File: src/rtl/aib_hs_pkg.sv
// Shared types for the AIB 4-phase handshake source controller.
package aib_hs_pkg;

  typedef enum logic [1:0] {
    IDLE    = 2'd0,
    REQ     = 2'd1,
    RELEASE = 2'd2,
    ERR     = 2'd3
  } hs_state_e;

  // TIMEOUT value that turns the per-phase watchdog off
  localparam int TIMEOUT_OFF = 0;

endpackage

File: src/rtl/aib_bit_sync.sv
// Two-flop synchroniser for signals arriving from another clock domain.
module aib_bit_sync #(
  parameter int                DWIDTH    = 1,
  parameter logic [DWIDTH-1:0] RESET_VAL = '0
) (
  input  logic              clk,
  input  logic              rst_n,
  input  logic [DWIDTH-1:0] d,
  output logic [DWIDTH-1:0] q
);

  logic [DWIDTH-1:0] meta;

  always_ff @(posedge clk or negedge rst_n) begin
    if (!rst_n) begin
      meta <= RESET_VAL;
      q    <= RESET_VAL;
    end else begin
      meta <= d;
      q    <= meta;
    end
  end

endmodule

File: src/rtl/aib_hs_sync_tx.sv
// Source side of a 4-phase req/ack word crossing: captures a word, raises req,
// waits for ack high then low, and flags a stalled remote side with a timeout.
module aib_hs_sync_tx
  import aib_hs_pkg::*;
#(
  parameter int DWIDTH   = 8,
  parameter int TO_WIDTH = 10,
  parameter int TIMEOUT  = 1000
) (
  input  logic              clk,
  input  logic              rst_n,
  input  logic              load_valid,
  input  logic [DWIDTH-1:0] load_data,
  output logic              load_ready,
  output logic              xfer_req,
  output logic [DWIDTH-1:0] xfer_data,
  input  logic              xfer_ack_async,
  output logic              done,
  output logic              timeout_err,
  input  logic              clear_err
);

  localparam bit                TO_EN   = (TIMEOUT != TIMEOUT_OFF);
  localparam logic [TO_WIDTH-1:0] TO_LAST = TO_WIDTH'(TO_EN ? TIMEOUT - 1 : 0);

  hs_state_e           state, state_n;
  logic                req_n, done_n, err_n;
  logic [DWIDTH-1:0]   data_n;
  logic [TO_WIDTH-1:0] cnt, cnt_n;
  logic                ack_s;
  logic                expired;

  aib_bit_sync #(
    .DWIDTH    (1),
    .RESET_VAL (1'b0)
  ) u_ack_sync (
    .clk   (clk),
    .rst_n (rst_n),
    .d     (xfer_ack_async),
    .q     (ack_s)
  );

  // A stale-high ack keeps us from starting a new request on top of it.
  assign load_ready = (state == IDLE) && !ack_s;
  assign expired    = TO_EN && (cnt == TO_LAST);

  always_ff @(posedge clk or negedge rst_n) begin
    if (!rst_n) begin
      state       <= IDLE;
      xfer_req    <= 1'b0;
      xfer_data   <= '0;
      done        <= 1'b0;
      timeout_err <= 1'b0;
      cnt         <= '0;
    end else begin
      state       <= state_n;
      xfer_req    <= req_n;
      xfer_data   <= data_n;
      done        <= done_n;
      timeout_err <= err_n;
      cnt         <= cnt_n;
    end
  end

  // Counter only advances while staying in a waiting phase; any transition clears it.
  always_comb begin
    state_n = state;
    req_n   = xfer_req;
    data_n  = xfer_data;
    done_n  = 1'b0;
    err_n   = timeout_err;
    cnt_n   = '0;
    case (state)
      IDLE: begin
        if (load_valid && load_ready) begin
          data_n  = load_data;
          req_n   = 1'b1;
          state_n = REQ;
        end
      end
      REQ: begin
        if (ack_s) begin
          req_n   = 1'b0;
          state_n = RELEASE;
        end else if (expired) begin
          req_n   = 1'b0;
          err_n   = 1'b1;
          state_n = ERR;
        end else begin
          cnt_n = cnt + 1'b1;
        end
      end
      RELEASE: begin
        if (!ack_s) begin
          done_n  = 1'b1;
          state_n = IDLE;
        end else if (expired) begin
          err_n   = 1'b1;
          state_n = ERR;
        end else begin
          cnt_n = cnt + 1'b1;
        end
      end
      ERR: begin
        req_n = 1'b0;
        if (clear_err && !ack_s) begin
          err_n   = 1'b0;
          state_n = IDLE;
        end
      end
      default: state_n = IDLE;
    endcase
  end

endmodule

File: config.mk
export PLATFORM = sky130hd
export DESIGN_NAME = aib_hs_sync_tx
export DESIGN_NICKNAME = d
export VERILOG_FILES = /design/src/rtl/aib_hs_pkg.sv /design/src/rtl/aib_bit_sync.sv /design/src/rtl/aib_hs_sync_tx.sv
export SDC_FILE = /design/constraint.sdc
export NUM_CORES = 1
export LEC_CHECK = 0
export CORE_MARGIN = 2
export CORE_UTILIZATION = 53
export DETAILED_ROUTE_END_ITERATION = 10
export GPL_TIMING_DRIVEN = 0
export PLACE_DENSITY = 0.9
export REMOVE_ABC_BUFFERS = 1
export SYNTH_ARGS = -nofsm -noshare
export SYNTH_HDL_FRONTEND = slang
export SYNTH_SLANG_ARGS = --single-unit
File: constraint.sdc
create_clock -name clk -period 3.9 [get_ports clk]
set_input_delay 0.39 -clock clk [delete_from_list [all_inputs] [get_ports clk]]
set_output_delay 0.39 -clock clk [all_outputs]
set_load 0.03 [all_outputs]
==> reports/metrics.csv, run 1 <==
metric;value;unit
place_hpwl;1.68;mm
m1WireLength;943;um
ys_warn_count;0;
status;complete, no violations;
yosysTopAreaCell;dfrtp_1;
wl_met2;1.06;mm
worstPathArrival;2000;ps
antenna_left;0;
dp_cells;160;
grt_pass1_wl;3.66;mm
viasPerCell;5.35;
aoi_share;9.64;%
crit_path_end_kind;output pin;
simple_gate_area_share;19.4;%
pin_count;25;
top_cells_by_count;25 x dfrtp_1, 14 x nor2_1, 7 x a21oi_1, 7 x mux2_2;
grt_start_max_net_pins;26;
ys_types;32;
final_nets;156;
r2r_cells;5;
cpPeakStageDelay;690;ps
utilization;69.4;%
syn_area;0.00122;mm^2
critPathSlowestCell;clkdlybuf4s50_1;
cp.depth;4;
grt_use_total;18.9;%
layout_top_cell;dfrtp_1;
yosys_cells;109;
period_used_share;61.4;%
cts_htree_levels;1;
fp_util;55.7;%
setup_viol;0;
drt_iter0_drc;21;
crit_buf_inv;2;
fin_tns_setup;0;ps
grt.busiest_layer;met2;
ys_seq_elements;25;
max_freq;0.418;GHz
syn_inst;109;
top_layer;met4;
post_cts_buffers;0;
r2r_start;state[1];
cp_max_fo;4;
slew_headroom;28.8;%
fillers;170;
endpoint;load_ready;
ys.flop_type;dfrtp_1;
dpl_worst_slack;1890;ps
path_cells;inv_1, ha_1, nor2b_1, clkdlybuf4s50_1;
top_regs;cnt: 10 flops, xfer_data: 8 flops, state: 2 flops;
fin_skew;8.61;ps
met1_usage;20.9;%
antenna_found_initial;0;
worstHoldStart;u_ack_sync.meta;
insertedDiodeCount;0;
async_reset_ff_share;100;%
clockBufferDepth;2;
cellPowerDensity;605;mW/mm^2
layout_top_cells;25 x dfrtp_1, 24 x clkdlybuf4s50_1, 14 x nor2_1;
synthXorXnorAreaFrac;3.59;%
finalCriticalPeriod;2390;ps
r2r_slack;2200;ps
gr-usage-met3;6.03;%
cts-resized-gates;0;
postSynthAreaPerCell;11.2;um^2
rsz0062_at_grt;no;
setup.worst_path.class;reg2out;
hold_ws;369;ps
worstSetupStartpointType;flip-flop;
hold_class;reg2reg;
warnings;29;
drcViolationCount;0;
cts_tree;built;
synth_top_cell_by_count;dfrtp_1;
grtUsageMet2;31.4;%
cp.required;3510;ps
via_count;877;
mux_area_share;8.31;%
yosys.area_share.adder;6.15;%
p_total;0.920;mW
gp_congestion;0.819;
area_delta_synth_final;24.6;%
first_global_vias;857;
yosysTopAreaCellShare;51.3;%
cts_buffers;3;
hold-path-endpoint;u_ack_sync.q;
final_area;0.00152;mm^2
grt_overflow_total;0;
clk_pin_slew;140;ps
wl_per_cell;13.4;um
r2r-end;xfer_data[2];
fin_cells;164;
drv_slew;0;
path_delay_family;buffers and inverters;
dpl-instance-area;0.00149;mm^2
rows;17;
tightestPinTransition;1060;ps
drt-total-wl;2.19;mm
holdBufCountCts;0;
cts_sinks;25;
area_leaders;dfrtp_1 51%, mux2_2 6.5%, ha_1 6.2%;
yosys_area;0.00122;mm^2
maxCapViolations;0;
topCombFamilyByArea;simple AND/OR/NAND/NOR gates;
whs_path_depth;0;
p_leak;0.619;nW
wl_met3;136;um
largest_reg_flops;10;
final-hold-violation-count;0;
regMostFlops;cnt;
cts-root-buf;clkbuf_4;
edf_count;0;
clk_latency;330;ps
cp-startpoint;state[1];
die-area;0.00270;mm^2
fin_ws;1510;ps
yosysSeqAreaShare;51.3;%
first_pass_iters;4;
layout-drive-gt1-share;11.0;%
[run 1: layout make-up]
cell class / instances / area, um^2 / area share, %
flip-flops and latches: 25 / 626 / 41.2
multi-input cells: 79 / 574 / 37.8
repair buffers: 24 / 240 / 15.8
well taps: 28 / 35.0 / 2.30
clock buffers: 3 / 22.5 / 1.48
inverters: 4 / 15.0 / 0.988
clock inverters: 1 / 7.51 / 0.494
[run 1: power by group]
group | total, mW | switching [mW] | leakage [nW] | internal (mW)
combinational | 0.439 | 0.245 | 0.283 | 0.193
clock | 0.120 | 0.0803 | 0.0139 | 0.0393
sequential | 0.361 | 0.0383 | 0.322 | 0.323
total | 0.920 | 0.364 | 0.619 | 0.556
Fig. 1: run 1, metal 2
(8 px per um)
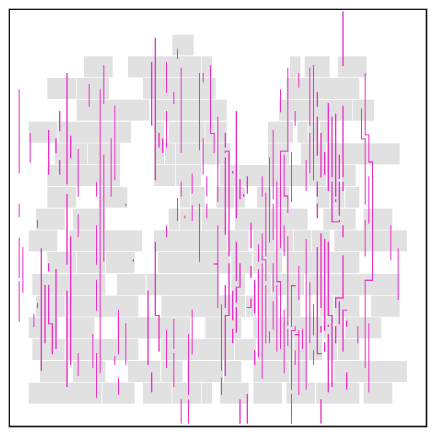
main direction = vertical
share of all routed wire = 48%
wire length on this layer = 1060 um
nets with wire on the layer = 128
longest straight run = 35.4 um

Fig. 2: run 1, I/O pins on the die edge
(10 px per um) Pins as bars across the die edge, other pins in gray.
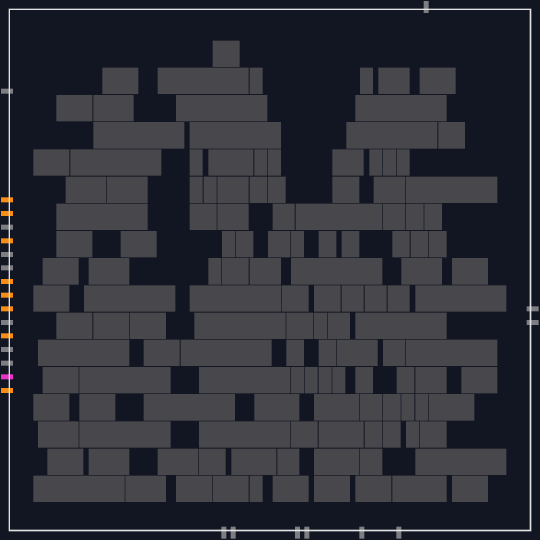
magenta -> xfer_ack_async  # pins 1, direction input, edge west
orange -> load_data  # pins 8, direction input, edge west
all pins by edge = 16 west, 6 south, 2 east, 1 north
number of I/O port buffers: 24
DIE HEIGHT: 52.0 um
chip width: 52.0 um

Fig. 3: run 1, PDN straps and rails
(10 px per um) Pins as bars on the die edge. Tap cells in gray.
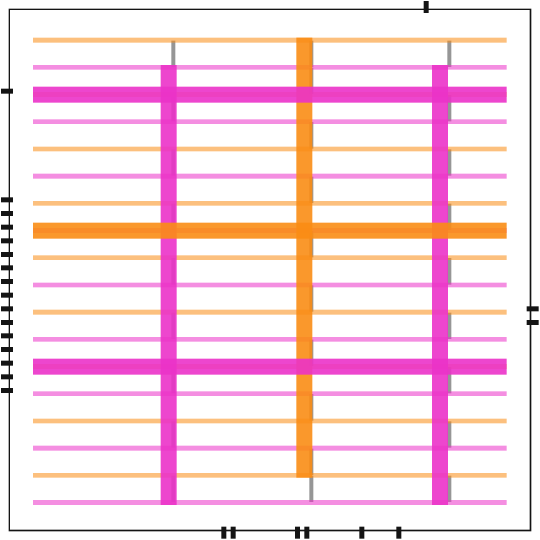
magenta -> VSS
orange -> VDD
signal pins = 25
tap cells = 28
Core Box Area: 0.00219 mm^2
worst IR drop on VDD: 0.533 mV

Fig. 4: run 1, routed metal, one color a layer
(8 px per um) Only two layers are drawn.
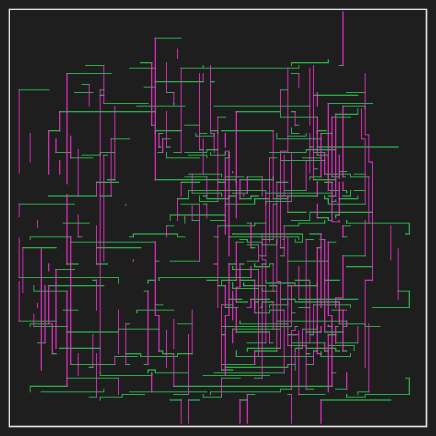

## Run 2: what changed since run 1
Settings changed: CORE_UTILIZATION 53 to 45, PLACE_DENSITY 0.9 to 0.82.
Clock period 3.9 ns to 2 ns, I/O delays scaled along.
Fig. 5: run 2, routed metal, one color a layer
(6 px per um) Only two layers are drawn.
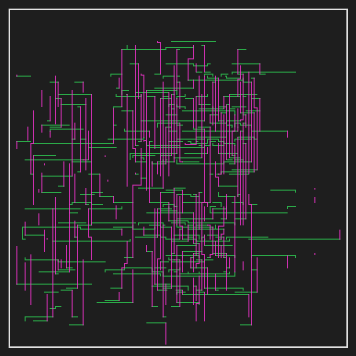
green -> metal 1  # wire length 913 um
magenta -> metal 2  # wire length 1160 um

Fig. 6: run 2, PDN straps and rails
(8 px per um) Pins as bars on the die edge. Tap cells in gray.
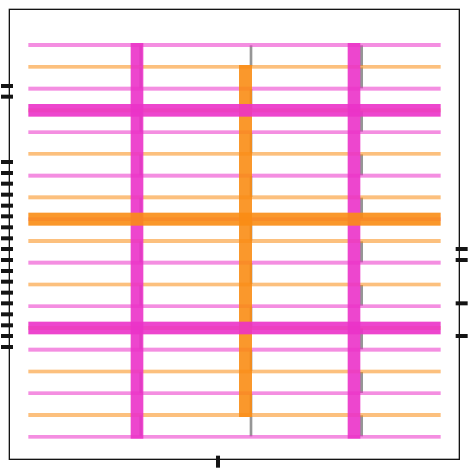
worst IR drop on VDD: 1.15 mV
DIE HEIGHT: 56.1 um
chip width: 56.1 um
Core Box Area: 0.00252 mm^2

==> run 2 against run 1 <==
Effect of this change: critical path depth stayed put; combinational power is 91% higher; die size is 16% higher; worst setup slack worse by 1200 ps; sequential share of layout area is 0.17 points higher; design area is 0.41% lower; wire length is 1.9% higher; clock skew is 1.7 ps lower; first-iteration DRC count is 19% higher; register-to-register slack worse by 1900 ps; area after synthesis stayed put; cell count is 1.2% higher; critical path type unchanged; critical endpoint unchanged.
==> reports/metrics.csv, run 2 <==
metric;value;unit;change
period_used_share;86.8;%;
grt_overflow_total;0;;unchanged
wl_met2;1.16;mm;+9.2%
met1_usage;16.5;%;-4.4 points
r2r_cells;5;;unchanged
grt_start_max_net_pins;26;;unchanged
worstSetupStartpointType;flip-flop;;
clk_latency;310;ps;-20 ps
pin_count;25;;unchanged
p_total;1.77;mW;+93%
die-area;0.00314;mm^2;+16%
status;complete, no violations;;
top_layer;met4;;
fin_skew;6.92;ps;-1.69 ps
gp_congestion;0.787;;-3.9%
yosys.area_share.adder;6.15;%;unchanged
clockBufferDepth;2;;unchanged
antenna_found_initial;0;;unchanged
ys_types;32;;unchanged
yosysTopAreaCellShare;51.3;%;unchanged
yosysTopAreaCell;dfrtp_1;;
post_cts_buffers;0;;unchanged
final_area;0.00151;mm^2;-0.41%
grt_pass1_wl;3.84;mm;+5.1%
first_global_vias;930;;+8.5%
tightestPinTransition;1090;ps;+27.4 ps
cp.required;1800;ps;-1710 ps
synthXorXnorAreaFrac;3.59;%;unchanged
antenna_left;0;;unchanged
swShare;39.2;%;-0.40 points
async_reset_ff_share;100;%;unchanged
p_sw;0.694;mW;+91%
cp_max_fo;4;;unchanged
dpl_worst_slack;185;ps;-1710 ps
area_leaders;dfrtp_1 51%, mux2_2 6.5%, ha_1 6.2%;;
layout_top_cells;25 x dfrtp_1, 23 x clkdlybuf4s50_1, 14 x nor2_1;;
warnings;29;;unchanged
slew_headroom;27.0;%;-1.8 points
cts_htree_levels;1;;unchanged
yosysSeqAreaShare;51.3;%;unchanged
m1WireLength;913;um;-3.2%
hold_class;in2reg;;
cp-startpoint;state[1];;
r2r-end;xfer_data[1];;
pwr-share-clk;12.6;%;-0.4 points
setup.worst_path.class;reg2out;;
p_leak;0.621;nW;+0.29%
finalCriticalPeriod;1740;ps;
insertedDiodeCount;0;;unchanged
crit_path_end_kind;output pin;;
pg_clk;0.223;mW;+86%
syn_area;0.00122;mm^2;unchanged
topCombFamilyByArea;simple AND/OR/NAND/NOR gates;;
fin_ws;265;ps;-1240 ps
grt.busiest_layer;met2;;
fillers;216;;+27%
top_cells_by_count;25 x dfrtp_1, 14 x nor2_1, 7 x a21oi_1, 7 x mux2_2;;
cts_buffers;3;;unchanged
yosys_area;0.00122;mm^2;unchanged
p_comb_share;47.3;%;-0.4 points
endpoint;load_ready;;
rsz0062_at_grt;no;;
setup_viol;0;;unchanged
dp_cells;162;;+1.3%
powerComb;0.839;mW;+91%
fin_cells;166;;+1.2%
worstHoldStart;xfer_ack_async;;
hold-path-endpoint;u_ack_sync.meta;;
r2r_slack;310;ps;-1890 ps
largestPowerGroup;combinational logic;;
first_pass_iters;4;;unchanged
final_nets;156;;unchanged
edf_count;0;;unchanged
max_freq;0.576;GHz;
worstPathArrival;1540;ps;-460 ps
utilization;60.0;%;-9.4 points
final-hold-violation-count;0;;unchanged
ys.flop_type;dfrtp_1;;
cts_sinks;25;;unchanged
ys_warn_count;0;;unchanged
via_count;879;;+0.23%
pwr-share-seq;40.1;%;+0.8 points
cts-root-buf;clkbuf_4;;
top_regs;cnt: 10 flops, xfer_data: 8 flops, state: 2 flops;;
maxCapViolations;0;;unchanged
wl_per_cell;13.5;um;+0.69%
layout-drive-gt1-share;11.0;%;unchanged
syn_inst;109;;unchanged
viasPerCell;5.30;;-0.98%
regMostFlops;cnt;;
-- run 2: cell counts after synthesis --
Identical to the previous run, type by type.
-- run 2: layout make-up --
cell class	count	area, um^2	area share (%)
multi-input combinational	79	574	37.9
tap	30	37.5	2.48
clock buffer	4	26.3	1.74
sequential	25	626	41.3
inverter	4	15.0	0.992
timing repair buffer	24	235	15.5
-- run 2: worst max-delay path, stage by stage (launching register included) --
cell and delay (ps):
dfrtp_1 460, inv_1 140, ha_1 210, nor2b_1 180, clkbuf_2 230
-- run 2: timing repair --
item / CTS / global route
endpoints found under the setup margin: 1 / 1
gates resized: 1 / 2
pin swaps: 0 / 0
Fig. 7: run 2, metal 2
(6 px per um)
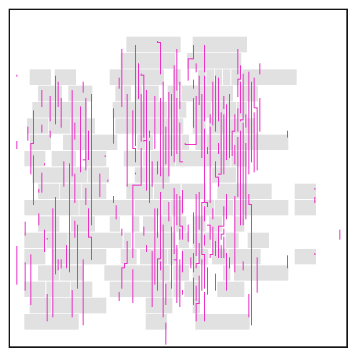

## Run 3: what changed since run 2
Settings changed: CORE_MARGIN 2 to not set, SKIP_CTS_REPAIR_TIMING set to 1.
Fig. 8: run 3, metal 2
(6 px per um)
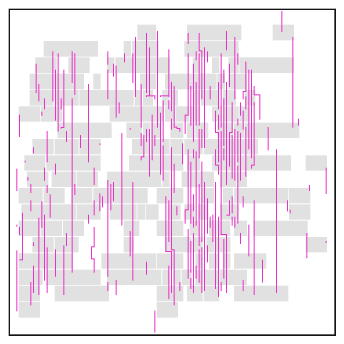
sum of routed wire length over all layers: 2.21 mm
met2 Use GR: 31.3%

==> run 3 against run 2 <==
Effect of this change: register-to-register slack about the same; area after synthesis unchanged; non-clock buffer count unchanged; worst hold slack better by 12 ps; global-route usage up 2.5 points; wire length down 1.2%; largest power group unchanged.
==> reports/metrics.csv, run 3 <==
metric;value;unit;change
status;complete, no violations;;
yosys_area;0.00122;mm^2;unchanged
dp_cells;162;;unchanged
pwr-share-clk;12.6;%;about the same
comb_share;37.7;%;-0.22 points
fin_skew;8.04;ps;+1.13 ps
cts_htree_levels;1;;unchanged
warnings;29;;unchanged
ys_warn_count;0;;unchanged
setup.worst_path.class;reg2out;;
worstSetupStartpointType;flip-flop;;
insertedDiodeCount;0;;unchanged
async_reset_ff_share;100;%;unchanged
top_regs;cnt: 10 flops, xfer_data: 8 flops, state: 2 flops;;
viasPerCell;5.37;;+1.5%
maxCapViolations;0;;unchanged
grt.busiest_layer;met2;;
clkCellAreaFrac;1.81;%;+0.072 points
ys_types;32;;unchanged
pin_count;25;;unchanged
wl_met2;1.11;mm;-3.8%
edf_count;0;;unchanged
logic_area;574;um^2;unchanged
yosysTopAreaCell;dfrtp_1;;
flop_area;626;um^2;unchanged
inv_count;4;;unchanged
buffers_excl_clock;24;;unchanged
grt_pass1_wl;3.73;mm;-3.0%
cpPeakStageDelay;440;ps;-20 ps
die_w;54.1;um;-3.6%
yosys.area_share.adder;6.15;%;unchanged
swShare;39.3;%;+0.14 points
dominant_cells;flip-flops and latches;;
cts_buffers;3;;unchanged
grt_start_max_net_pins;26;;unchanged
cp.required;1800;ps;about the same
p_sw;0.700;mW;+0.83%
layout_top_cells;25 x dfrtp_1, 23 x clkdlybuf4s50_1, 14 x nor2_1;;
met1_usage;20.1;%;+3.6 points
num_tap_cells;30;;unchanged
cts_sinks;25;;unchanged
logic_gates;79;;unchanged
final-hold-violation-count;0;;unchanged
nClkBuffers;3;;-1
ys.flop_type;dfrtp_1;;
crit_path_end_kind;output pin;;
first_global_vias;903;;-2.9%
dpl_worst_slack;169;ps;-16.7 ps
p_total;1.78;mW;+0.47%
gp_congestion;0.808;;+2.7%
setup_viol;0;;unchanged
final_nets;156;;unchanged
utilization;60.4;%;+0.35 points
slew_headroom;27.9;%;+0.94 points
via_count;892;;+1.5%
grt_overflow_total;0;;unchanged
first_pass_iters;4;;unchanged
rsz0062_at_grt;no;;
yosysSeqAreaShare;51.3;%;unchanged
max_freq;0.548;GHz;-4.9%
layout-drive-gt1-share;11.0;%;unchanged
wl_per_cell;13.3;um;-1.2%
area_leaders;dfrtp_1 51%, mux2_2 6.5%, ha_1 6.2%;;
synthXorXnorAreaFrac;3.59;%;unchanged
final_area;0.00152;mm^2;+0.58%
pwr-share-seq;39.6;%;-0.5 points
critPathSlowestCell;dfrtp_1;;
worstPathArrival;1630;ps;+90 ps
regMostFlops;cnt;;
antenna_found_initial;0;;unchanged
bufAreaShareNonClock;15.9;%;+0.40 points
cp_max_fo;4;;unchanged
syn_inst;109;;unchanged
topCombFamilyByArea;simple AND/OR/NAND/NOR gates;;
Fig. 9: run 3, placed standard cells
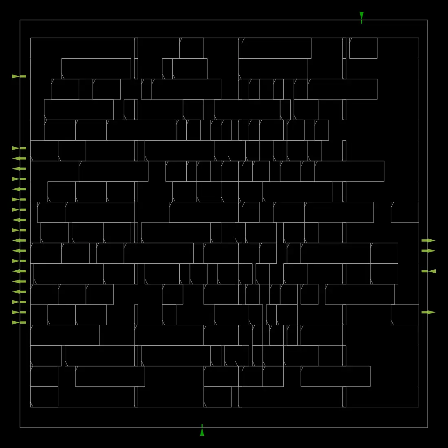
final std cells w/o fill: 166
filler cell count: 223
Seq cells: 25
row count: 18
fraction of area in registers: 41.1%

run 3: cell counts after synthesis:
Identical to the previous run, type by type.
run 3: path summary, 6_finish.rpt:
kind | from | endpoint | slack (ps) | cells past startpoint
max in group asynchronous | rst_n | xfer_data[7] | 900 | 1
worst min-delay path | xfer_ack_async | u_ack_sync.meta | 320 | 1
worst max-delay path | state[1] | load_ready | 170 | 4
worst min register to register | u_ack_sync.meta | u_ack_sync.q | 370 | 0
min in group asynchronous | rst_n | cnt[6] | 450 | 1
worst max register to register | state[1] | xfer_data[3] | 310 | 5
run 3: worst max-delay path: cells and delay by family, from the launching register on:
family                   cells  cell delay, ps
flip-flops                   1             440
adder cells (fa/ha/maj)      1             230
AND/OR/NAND/NOR              1             180
buffers and inverters        2             460
Power is estimated from default activity; no workload was simulated.
